### src/rtl/uart_receiver.sv
// uart_receiver: 8N1 serial receiver. Double-flop synchronises RsRx, finds
// the start-bit centre after half a bit period, then samples each following
// bit at its centre. Good frames update data with a one-cycle valid pulse;
// a low stop bit gives a one-cycle frame_error and parks in BREAK until the
// line returns high.
module uart_receiver #(
    parameter int unsigned CLKS_PER_BIT = 16
) (
    input  logic       clk,
    input  logic       rst_n,
    input  logic       RsRx,
    output logic [7:0] data,
    output logic       valid,
    output logic       frame_error,
    output logic       busy
);

    localparam int unsigned CW = $clog2(CLKS_PER_BIT);
    localparam int unsigned H  = CLKS_PER_BIT / 2;

    localparam logic [CW-1:0] HALF_LAST = CW'(H - 1);
    localparam logic [CW-1:0] BIT_LAST  = CW'(CLKS_PER_BIT - 1);

    typedef enum logic [2:0] {
        S_IDLE,
        S_START,
        S_DATA,
        S_STOP,
        S_BREAK
    } state_t;

    state_t        state_q, state_d;
    logic          rx_s0_q, rx_s1_q;
    logic [CW-1:0] cnt_q, cnt_d;
    logic [2:0]    idx_q, idx_d;
    logic [7:0]    shift_q, shift_d;
    logic [7:0]    data_q, data_d;
    logic          valid_q, valid_d;
    logic          ferr_q, ferr_d;

    // Two-flop synchroniser on the asynchronous line; idles high after reset.
    always_ff @(posedge clk) begin
        if (!rst_n) begin
            rx_s0_q <= 1'b1;
            rx_s1_q <= 1'b1;
        end else begin
            rx_s0_q <= RsRx;
            rx_s1_q <= rx_s0_q;
        end
    end

    // State, counters, shift register and output registers.
    always_ff @(posedge clk) begin
        if (!rst_n) begin
            state_q <= S_IDLE;
            cnt_q   <= '0;
            idx_q   <= '0;
            shift_q <= '0;
            data_q  <= '0;
            valid_q <= 1'b0;
            ferr_q  <= 1'b0;
        end else begin
            state_q <= state_d;
            cnt_q   <= cnt_d;
            idx_q   <= idx_d;
            shift_q <= shift_d;
            data_q  <= data_d;
            valid_q <= valid_d;
            ferr_q  <= ferr_d;
        end
    end

    // Next-state logic: half-bit wait to the start centre, then full-bit
    // waits between samples; pulses default low so each lasts one cycle.
    always_comb begin
        state_d = state_q;
        cnt_d   = cnt_q;
        idx_d   = idx_q;
        shift_d = shift_q;
        data_d  = data_q;
        valid_d = 1'b0;
        ferr_d  = 1'b0;
        case (state_q)
            S_IDLE: begin
                if (!rx_s1_q) begin
                    state_d = S_START;
                    cnt_d   = '0;
                end
            end
            S_START: begin
                if (cnt_q == HALF_LAST) begin
                    cnt_d = '0;
                    if (!rx_s1_q) begin
                        state_d = S_DATA;
                        idx_d   = '0;
                    end else begin
                        state_d = S_IDLE;
                    end
                end else begin
                    cnt_d = cnt_q + CW'(1);
                end
            end
            S_DATA: begin
                if (cnt_q == BIT_LAST) begin
                    cnt_d   = '0;
                    shift_d = {rx_s1_q, shift_q[7:1]};
                    idx_d   = idx_q + 3'd1;
                    if (idx_q == 3'd7) begin
                        state_d = S_STOP;
                    end
                end else begin
                    cnt_d = cnt_q + CW'(1);
                end
            end
            S_STOP: begin
                if (cnt_q == BIT_LAST) begin
                    cnt_d = '0;
                    if (rx_s1_q) begin
                        data_d  = shift_q;
                        valid_d = 1'b1;
                        state_d = S_IDLE;
                    end else begin
                        ferr_d  = 1'b1;
                        state_d = S_BREAK;
                    end
                end else begin
                    cnt_d = cnt_q + CW'(1);
                end
            end
            S_BREAK: begin
                if (rx_s1_q) begin
                    state_d = S_IDLE;
                end
            end
            default: begin
                state_d = S_IDLE;
            end
        endcase
    end

    assign data        = data_q;
    assign valid       = valid_q;
    assign frame_error = ferr_q;
    assign busy        = (state_q != S_IDLE);

endmodule

### config.mk
export PLATFORM = sky130hd
export DESIGN_NAME = uart_receiver
export DESIGN_NICKNAME = d
export VERILOG_FILES = /design/src/rtl/uart_receiver.sv
export SDC_FILE = /design/constraint.sdc
export NUM_CORES = 1
export LEC_CHECK = 0
export ABC_AREA = 1
export CAP_MARGIN = 20
export CORE_MARGIN = 2
export CORE_UTILIZATION = 49
export DETAILED_ROUTE_END_ITERATION = 7
export GPL_ROUTABILITY_DRIVEN = 1
export PLACE_DENSITY = 0.71
export SLEW_MARGIN = 20
export SYNTH_ARGS = -nofsm -noshare
export SYNTH_HDL_FRONTEND = slang
export SYNTH_SLANG_ARGS = --single-unit
export TNS_END_PERCENT = 50
### constraint.sdc
create_clock -name clk -period 1.4 [get_ports clk]
set_input_delay 0.21 -clock clk [delete_from_list [all_inputs] [get_ports clk]]
set_output_delay 0.21 -clock clk [all_outputs]
set_load 0.02 [all_outputs]
M3 wires:
Drawn at 4 px/micron. Cells faint in the background.
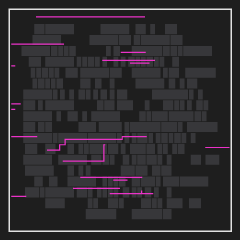
The layer holds 5.8% of the routed length. The longest straight run is 26.9 microns. The layer carries 166 microns of wire. The wires run mostly horizontal. 15 nets have wire on it.
routed wire length: 2840 microns
vias: 1,169

Cell placement:
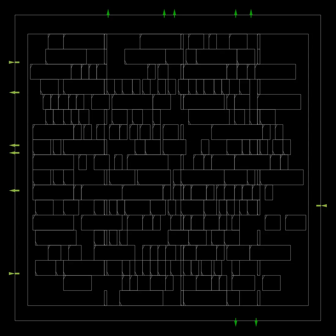
flop count: 30
tapcell count: 30

Cells coloured by class:
Drawn at 8 px/micron.
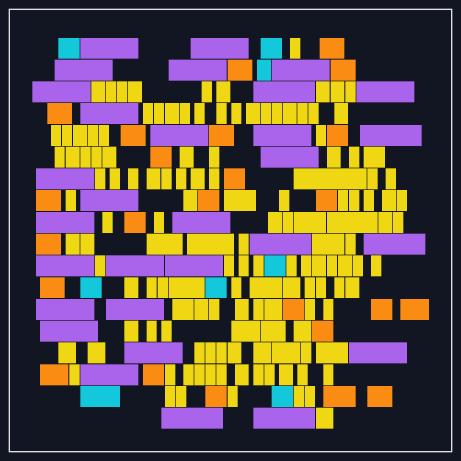
Purple marks sequential cells, cells 30, share of their area 38%. Cyan marks clock drivers and dummy loads, cells 8, share of their area 4.0%. Yellow marks combinational and other logic, cells 139, share of their area 45%. Orange marks remaining buffers and delay cells, cells 24, share of their area 13%.

Sequential cells grouped by signal name:
Drawn at 6 px/micron. Other sequential cells in the stronger grey, the rest of the logic in the fainter grey.
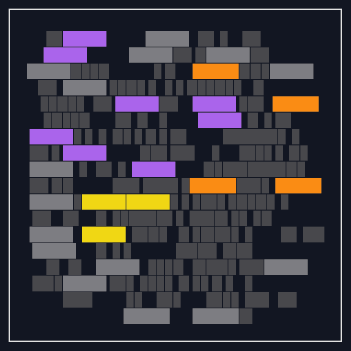
Purple marks shift_q, placed flops 8. Orange marks cnt_q, placed flops 4. Yellow marks idx_q, placed flops 3.
Another 15 sequential cells are not coloured.
Util after Layout: 65.3%
storage element area: 608 sq um
flop share of the area: 37.6%
seq pwr: 994 uW

==> CHANGELOG.md <==
### Implementation results

* Run status: complete, no violations
* Unique cell types at 25
* Number of global-route vias before repair at 1,020
* H-Tree Depth at 2
* CORE AREA at 0.00248 sq mm
* Yosys warnings at 0
* Placer congestion estimate at 0.912
* Final max-slew violation count at 0
* Hold-fix buffers, CTS at 0
* First-pass GRT wire length at 4290 microns
* Clock skew at 0.0115 ns
* Worst setup margin at 0.0718 ns
* Crit-path max FO at 5
* Part of the Yosys area used for sequential elements at 46.9%
* CTS tree: done
* Final ANT Viol Nets at 0
* Vias/cell at 5.06
* Filler instances at 237
* Die area at 0.00304 sq mm
* Mapped Area at 0.00128 sq mm
* Overall global routing resource usage at 20.8%
* GRT Residual Overflow at 0
* Most common logic cells in the final layout: nor2_1 (44), nand2_1 (25), dfxtp_1 (24)
* DRC violations left at 0
* Initial antenna violation count at 0
* Final Setup Violations at 0
* Max cap viols at 0
* Detailed-route wire length per cell at 12.3 microns
* Worst path arrival time at 1.12 ns
* Layout area overhead at 26.4%
* RSZ-0062 raised after global routing: no
* Pin count of the biggest net entering global routing at 20
* Crit path cell chain: nor2_2 > nand2_1 > clkdlybuf4s15_2
* I/O pin total at 14
* VDD IR max at 0.00117 V
* Final Power at 2380 uW
* Min Tclk post-route at 1.33 ns
* CP peak stage delay at 0.36 ns
* Slew HR at 83.2%
* Antenna diodes at 0
* Clock Tree Buf Depth at 2
* Layout cells sized above 1 at 22.4%
* Flops out of synthesis at 30
* FP Core Util at 51.7%
* Layout Nets at 206
* Final period util at 94.9%
* Setup TNS at 0 ns
* Worst-path clk slew at 0.10 ns
* Post-synthesis cell count at 172
* Worst slew pin tran at 0.250 ns
[routing by layer]
metal	wire length, microns	part of all wire, %	GRT usage, %
met1	1290	46	24.5
met2	1320	47	32.1
met4	59	2.1	11.0
met5	0	0	0
met3	165	5.8	8.60
[layout make-up]
| type | count | share of cell area (%) |
|---|---|---|
| inverter | 16 | 3.71 |
| clock inverter | 2 | 0.773 |
| tap | 30 | 2.32 |
| multi-input combinational | 123 | 40.0 |
| clock buffer | 6 | 3.17 |
| sequential | 30 | 37.6 |
| timing repair buffer | 24 | 12.5 |
[cells in the mapped netlist]
cell	count	share of area (%)
nor3_1	1	0.39
nor2_4	1	0.88
o21ai_1	1	0.39
nand3_2	2	1.6
nor2_1	47	14
o211ai_1	1	0.59
nand2_2	1	0.49
inv_2	2	0.59
dfxtp_1	30	47
nand4_1	1	0.49
clkbuf_1	1	0.29
buf_4	1	0.59
or2_2	2	0.98
inv_1	14	4.1
o21ai_0	18	7.0
ha_1	3	2.9
nor3_4	1	1.3
nand3_1	6	2.3
nand3_4	1	1.4
nand3b_1	1	0.59
nor2_2	3	1.5
buf_2	1	0.39
a21oi_1	7	2.7
nand2_1	25	7.3
nor4_1	1	0.49
[worst max-delay path: cells and delay by family (launching register included)]
family                 cells  cell delay (ns)
flip-flops                 1             0.36
AND/OR/NAND/NOR            2             0.18
buffers and inverters      1             0.25
[path summary, 6_finish.rpt]
| path | start | to | depth (start not counted) |
|---|---|---|---|
| setup / recovery | state_q[0] | busy | 3 |
| hold reg to reg | rx_s0_q | rx_s1_q | 1 |
| setup reg to reg | cnt_q[0] | state_q[2] | 8 |
| hold / removal | rx_s0_q | rx_s1_q | 1 |
[metrics by stage]
stage                     utilization, %  cells  cell area, sq um  hold slack, ns
after floorplan                        -    172              1280           0.317
after global placement              60.8    222              1510           0.395
after detailed placement            60.8    222              1510           0.399
after CTS                           63.0    230              1560           0.423
after global routing                65.3    231              1620           0.439
final                               65.3    231              1620           0.418
[state kept, by name, indices dropped and copies added (netlist names)]
register / flops
data: 8
shift_q: 8
cnt_q: 4
idx_q: 3
state_q: 3
frame_error: 1
rx_s0_q: 1
rx_s1_q: 1
valid: 1
[cell families after synthesis]
family | after synthesis | synth area share (%)
adders and majority gates | 3 | 2.93
DFF | 30 | 46.9
buffers and inverters | 19 | 5.96
AOI/OAI and AO/OA | 27 | 10.8
and+or+nand+nor | 93 | 33.4
[where the power goes]
part | leakage (uW) | total, uW | internal (uW) | switching, uW
combinational | 0.000535 | 831 | 319 | 512
sequential | 0.000245 | 994 | 925 | 69.4
clock | 0.0000343 | 552 | 241 | 311
[what timing repair did]
action	CTS	global route
gates resized	14	17
endpoints found under the setup margin	19	24
pin swaps	0	3
setup buffers	0	1
Power is estimated from default activity; no workload was simulated.
